### config.mk
export PLATFORM = sky130hd
export DESIGN_NAME = fifo_flush_gray
export DESIGN_NICKNAME = d
export VERILOG_FILES = /design/src/rtl/fifo_flush_pkg.sv /design/src/rtl/fifo_gray_ptr.sv /design/src/rtl/fifo_flush_gray.sv
export SDC_FILE = /design/constraint.sdc
export NUM_CORES = 1
export LEC_CHECK = 0
export ABC_AREA = 1
export CAP_MARGIN = 25
export CORE_ASPECT_RATIO = 0.75
export CORE_UTILIZATION = 50
export DETAILED_ROUTE_END_ITERATION = 16
export PLACE_DENSITY = 0.76
export SLEW_MARGIN = 10
export SYNTH_ARGS = -nofsm -noshare
export SYNTH_HDL_FRONTEND = slang
export SYNTH_SLANG_ARGS = --single-unit
### constraint.sdc
create_clock -name clock -period 3.6 [get_ports clock]
set_input_delay 0.54 -clock clock [delete_from_list [all_inputs] [get_ports clock]]
set_output_delay 0.54 -clock clock [all_outputs]
set_load 0.005 [all_outputs]
### src/rtl/fifo_flush_pkg.sv
// Shared sizing constants and Gray/binary conversion helpers for fifo_flush_gray.
// Latency: n/a (constants and pure functions only).
// Backpressure: n/a.
package fifo_flush_pkg;

  localparam int DATA_W = 4;                 // width of one entry
  localparam int ADDR_W = 3;                 // log2 of depth
  localparam int DEPTH  = 1 << ADDR_W;       // 8 entries
  localparam int OUT_W  = DATA_W << ADDR_W;  // whole-FIFO packed width (32)
  localparam int PTR_W  = ADDR_W + 1;        // extra MSB separates full from empty

  function automatic logic [PTR_W-1:0] bin2gray(input logic [PTR_W-1:0] b);
    return b ^ (b >> 1);
  endfunction

  function automatic logic [PTR_W-1:0] gray2bin(input logic [PTR_W-1:0] g);
    logic [PTR_W-1:0] b;
    b[PTR_W-1] = g[PTR_W-1];
    for (int i = PTR_W - 2; i >= 0; i--) begin
      b[i] = b[i+1] ^ g[i];
    end
    return b;
  endfunction

endpackage

### src/rtl/fifo_gray_ptr.sv
// Gray-coded FIFO pointer register with increment and parallel load.
// Latency: new value visible one cycle after inc/load; load has priority over inc.
// Backpressure: none; caller qualifies inc/load with full/empty.
// Ports: clock, reset (async, active-high), inc, load, load_val (Gray),
//        gray (registered Gray value), bin (binary decode of gray).
module fifo_gray_ptr
  import fifo_flush_pkg::*;
(
  input  logic             clock,
  input  logic             reset,
  input  logic             inc,
  input  logic             load,
  input  logic [PTR_W-1:0] load_val,
  output logic [PTR_W-1:0] gray,
  output logic [PTR_W-1:0] bin
);

  logic [PTR_W-1:0] gray_q;

  always_ff @(posedge clock or posedge reset) begin
    if (reset) begin
      gray_q <= '0;
    end else if (load) begin
      gray_q <= load_val;
    end else if (inc) begin
      // Increment in binary and re-encode; wrap is natural modulo 2^PTR_W.
      gray_q <= bin2gray(gray2bin(gray_q) + 1'b1);
    end
  end

  assign gray = gray_q;
  assign bin  = gray2bin(gray_q);

endmodule

### src/rtl/fifo_flush_gray.sv
// 8x4 FIFO with Gray pointers, single-entry pop and one-cycle flush of all entries to 32 bits.
// Latency: write visible in status next cycle; pop/flush data registered, valid next cycle.
// Backpressure: writes dropped while full; pops ignored while empty; flush beats pop.
// Ports: clock, reset (async, active-high); fifo_wr_valid_i/fifo_wr_data_i write side;
//        fifo_rd_valid_i pop, fifo_flush_i drain; fifo_rd_data_o registered output word;
//        fifo_empty_o, fifo_full_o, fifo_curr_o occupancy status.
module fifo_flush_gray
  import fifo_flush_pkg::*;
(
  input  logic              clock,
  input  logic              reset,
  input  logic              fifo_wr_valid_i,
  input  logic              fifo_rd_valid_i,
  input  logic              fifo_flush_i,
  input  logic [DATA_W-1:0] fifo_wr_data_i,
  output logic              fifo_empty_o,
  output logic              fifo_full_o,
  output logic [OUT_W-1:0]  fifo_rd_data_o,
  output logic [ADDR_W:0]   fifo_curr_o
);

  logic [DATA_W-1:0] mem [DEPTH];

  logic [PTR_W-1:0]  wr_gray, wr_bin;
  logic [PTR_W-1:0]  rd_gray, rd_bin;
  logic [PTR_W-1:0]  count;
  logic              empty, full;
  logic              wr_en, pop_en;
  logic [OUT_W-1:0]  flush_word;
  logic [ADDR_W-1:0] slot;
  logic [OUT_W-1:0]  rd_data_q;

  assign count = wr_bin - rd_bin;
  assign empty = (wr_gray == rd_gray);
  // In Gray code, pointers one lap apart differ in exactly the top two bits.
  assign full  = ((wr_gray ^ rd_gray) == {2'b11, {(PTR_W-2){1'b0}}});

  assign wr_en  = fifo_wr_valid_i && !full;
  assign pop_en = fifo_rd_valid_i && !fifo_flush_i && !empty;

  fifo_gray_ptr u_wr_ptr (
    .clock    (clock),
    .reset    (reset),
    .inc      (wr_en),
    .load     (1'b0),
    .load_val ({PTR_W{1'b0}}),
    .gray     (wr_gray),
    .bin      (wr_bin)
  );

  // Flush snaps the read pointer to the pre-write write pointer, so a write
  // accepted in the same cycle survives as the sole entry.
  fifo_gray_ptr u_rd_ptr (
    .clock    (clock),
    .reset    (reset),
    .inc      (pop_en),
    .load     (fifo_flush_i),
    .load_val (wr_gray),
    .gray     (rd_gray),
    .bin      (rd_bin)
  );

  // Storage is not reset; occupancy gates every read so stale contents never leak.
  always_ff @(posedge clock) begin
    if (wr_en) begin
      mem[wr_bin[ADDR_W-1:0]] <= fifo_wr_data_i;
    end
  end

  // Oldest entry lands in the low nibble; slots past the occupancy stay zero.
  always_comb begin
    flush_word = '0;
    slot       = '0;
    for (int i = 0; i < DEPTH; i++) begin
      slot = rd_bin[ADDR_W-1:0] + ADDR_W'(i);
      if (PTR_W'(i) < count) begin
        flush_word[i*DATA_W +: DATA_W] = mem[slot];
      end
    end
  end

  always_ff @(posedge clock or posedge reset) begin
    if (reset) begin
      rd_data_q <= '0;
    end else if (fifo_flush_i) begin
      rd_data_q <= flush_word;
    end else if (pop_en) begin
      rd_data_q <= {{(OUT_W-DATA_W){1'b0}}, mem[rd_bin[ADDR_W-1:0]]};
    end
  end

  assign fifo_rd_data_o = rd_data_q;
  assign fifo_empty_o   = empty;
  assign fifo_full_o    = full;
  assign fifo_curr_o    = count;

endmodule

==> results_dict.tcl <==
# place-and-route summary
set metrics [dict create \
    simple_gate_share 0.4032 \
    gr-total-overflow 0 \
    worstSetupPathDepth 11 \
    min-delay-path-class "reg2reg" \
    reg2reg_depth 17 \
    yosysUniqueCellTypes 33 \
    io_buffers 46 \
    dp_hpwl_um 9591 \
    vias 4213 \
    synthesis.instances 576 \
    synthesis.nets 595 \
    clock_sink_count 72 \
    yosysWarningCount 0 \
    netlist_area_um2 4403 \
    min-delay-start "fifo_rd_data_o[13]" \
    arrival_time_reported_for_the_critical_path_endpoint_ns 2.95 \
    floorplan.die.height_um 83.27 \
    detailedRoute.firstPassIterationCount 7 \
    synth-main-ff-cell "sky130_fd_sc_hd__dfrtp_1" \
    global_route.usage.met3 0.08791 \
    yosys-mux-area-fraction 0 \
    commonest_cells_post_synth "247 x sky130_fd_sc_hd__nand2_1, 127 x sky130_fd_sc_hd__nand3_1, 40 x sky130_fd_sc_hd__dfrtp_1, 32 x sky130_fd_sc_hd__edfxtp_1, 31 x sky130_fd_sc_hd__inv_1" \
    met3_wirelength_um 1547 \
    achievable-frequency_mhz 286.7 \
    yosys_instances 576 \
    nFillCells 759 \
    timing.slew.headroom 0.3960 \
    fin_setup_tns_ns 0 \
    worstHoldEndpoint "fifo_rd_data_o[13]" \
    clk_path_buf_depth 2 \
    antenna_cells 0 \
    clock.latency.late_pin_ns 0.33 \
    worst-path-max-fanout 4 \
    edf_count 32 \
    tightestPinTransition_ns 0.9051 \
    worstReg2RegEnd "fifo_rd_data_o[15]" \
    synth.top_cells.by_area "sky130_fd_sc_hd__dfrtp_1 23%, sky130_fd_sc_hd__edfxtp_1 22%, sky130_fd_sc_hd__nand2_1 21%" \
    slowest_stage "sky130_fd_sc_hd__clkdlybuf4s50_1" \
    cts_tree "done" \
    core_region_area_um2 8491 \
    grt.busiest_layer "met1" \
    worst_setup_path_end_kind "output pin" \
    compound_area_frac 0.03183 \
    critical_path_buf_inv_count 5 \
    clk_root_buffer_cell "sky130_fd_sc_hd__clkbuf_16" \
    antenna_found_initial 0 \
    largest_area_cell "sky130_fd_sc_hd__dfrtp_1" \
    outcome "finished clean" \
    clock_pin_slew_reported_for_the_worst_setup_and_hold_paths_after_clock_tree_synthesis_ns 0.07 \
    cts_hold_repair.buffers 0 \
    io-pin-count 47 \
    final-hold-violation-count 0 \
    synthTopLogicFamily "simple AND/OR/NAND/NOR gates" \
    wl_met2_um 5286 \
    areaGrowthSynthToFinish_pct 20.60 \
    worst-setup-path-type "reg2out" \
    ys_seq_frac 0.4456 \
    cpMostUsedCell "sky130_fd_sc_hd__inv_2" \
    fp-utilization 0.5186 \
    worst_path_largest_cell_delay_ns 0.50 \
    critPathLaunch "u_wr_ptr.gray[3]" \
    crit_path_start_kind "register" \
    grtUsageTotal 0.3088 \
    route.detailed.vias_per_inst 5.670 \
    xor_xnor_cells_area_fraction 0.01620 \
    globalplace.congestion 0.9551 \
    r2r-start "u_wr_ptr.gray[3]" \
    final_critical_path_setup_slack_ns 0.1114 \
    post_route_cells_drive_above_1_share 0.1181 \
    drt_first_iter_violations 517 \
    yosys_register_bits 72 \
    place_ws_ns 0.1350 \
    wirelength_met1_um 6005 \
    dr.max_layer_used "met4" \
    grtUsageMet1 0.4812 \
    detail_route.drc_violations 0 \
    timing.critical_path.max_delay_family "adder cells" \
    postRouteAntennaNets 0 \
    number_of_warning_messages_in_the_logs 30 \
    dieArea_um2 9189 \
    r2r_setup_slack_ns 0.68 \
    final_tally_of_max_slew_violations 0 \
    hold_path_depth 2 \
    setup_viol 0 \
    ctsResizeCount 5 \
    rows 29 \
    worstPathRequired_ns 3.06 \
    ys_sh_adder 0.03012 \
    timing.critical_path.cells "xnor2_2 > inv_2 > ha_4 > inv_2 > nand2_1 > and2_1 > inv_1 > ha_2 > fa_2 > inv_2 > clkdlybuf4s50_1" \
    maximum_number_of_pins_on_one_net_before_global_route_repair 36 \
    globalRouteMet2Util 0.4071 \
    netlist.area_leader.share 0.2273 \
    grt_first_pass_wirelength_um 21000 \
]
## placed cells by master (no fill, tap or decap), types with 3 or more instances in the layout
master                            synthesis  final
sky130_fd_sc_hd__nand2_1                247    247
sky130_fd_sc_hd__nand3_1                127    127
sky130_fd_sc_hd__inv_2                    4      7
sky130_fd_sc_hd__clkbuf_16                0      9
sky130_fd_sc_hd__dfrtp_1                 40     38
sky130_fd_sc_hd__clkdlybuf4s50_1          0     46
sky130_fd_sc_hd__o211ai_1                 6      6
sky130_fd_sc_hd__nand2_2                 17     17
sky130_fd_sc_hd__inv_1                   31     28
sky130_fd_sc_hd__nor3_1                   7      7
sky130_fd_sc_hd__o21ai_2                  3      3
sky130_fd_sc_hd__buf_4                    8     17
sky130_fd_sc_hd__nand4_1                  3      3
sky130_fd_sc_hd__edfxtp_1                32     32
sky130_fd_sc_hd__ha_1                     9      7
sky130_fd_sc_hd__o21ai_0                  9      9
sky130_fd_sc_hd__xor2_1                   3      3
## metrics by stage
step / area (um2) / utilization / hold WS, ns / cells
floorplan: 4403 / - / 0.4650 / 576
global placement: 4925 / 0.5800 / 0.4527 / 723
detailed placement: 4925 / 0.5800 / 0.4585 / 723
CTS: 5296 / 0.6238 / 0.4740 / 742
global route: 5310 / 0.6254 / 0.4980 / 743
finish: 5310 / 0.6254 / 0.4688 / 743
## layout make-up
cell class | instances | area, um2 | share of cell area
multi-input cells | 446 | 2152 | 0.4053
clock buffers | 9 | 225.2 | 0.04241
well taps | 108 | 135.1 | 0.02545
clock inverters | 7 | 95.09 | 0.01791
repair buffers | 63 | 588.1 | 0.1107
flip-flops and latches | 72 | 1964 | 0.3699
inverters | 38 | 150.1 | 0.02828
Routed metal, one color a layer:
Scale: 4 px per um. Only two layers are drawn.
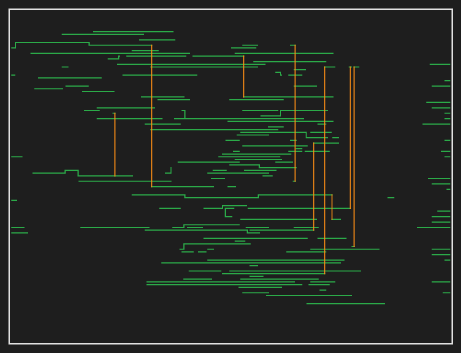
layer	color	wire length
metal 4	orange	255 um
metal 3	green	1550 um
average wire per standard cell: 17.62 um
Total Routed Length: 13090 um

Zoomed window:
Window x 73 to 93, y 52 to 72 um. Cells in gray, sequential cells in the stronger gray; small squares are vias.
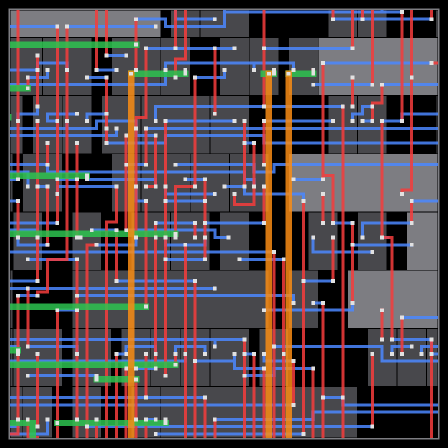
layer	color
metal 2	red
metal 4	orange
metal 1	blue
metal 3	green
most frequent	nand2_1 (21), nand3_1 (7), nand2_2 (3)
netlist names of flops here include	`fifo_rd_data_o` (2)
cells with their middle in the window	43
sequential cells in the window	2

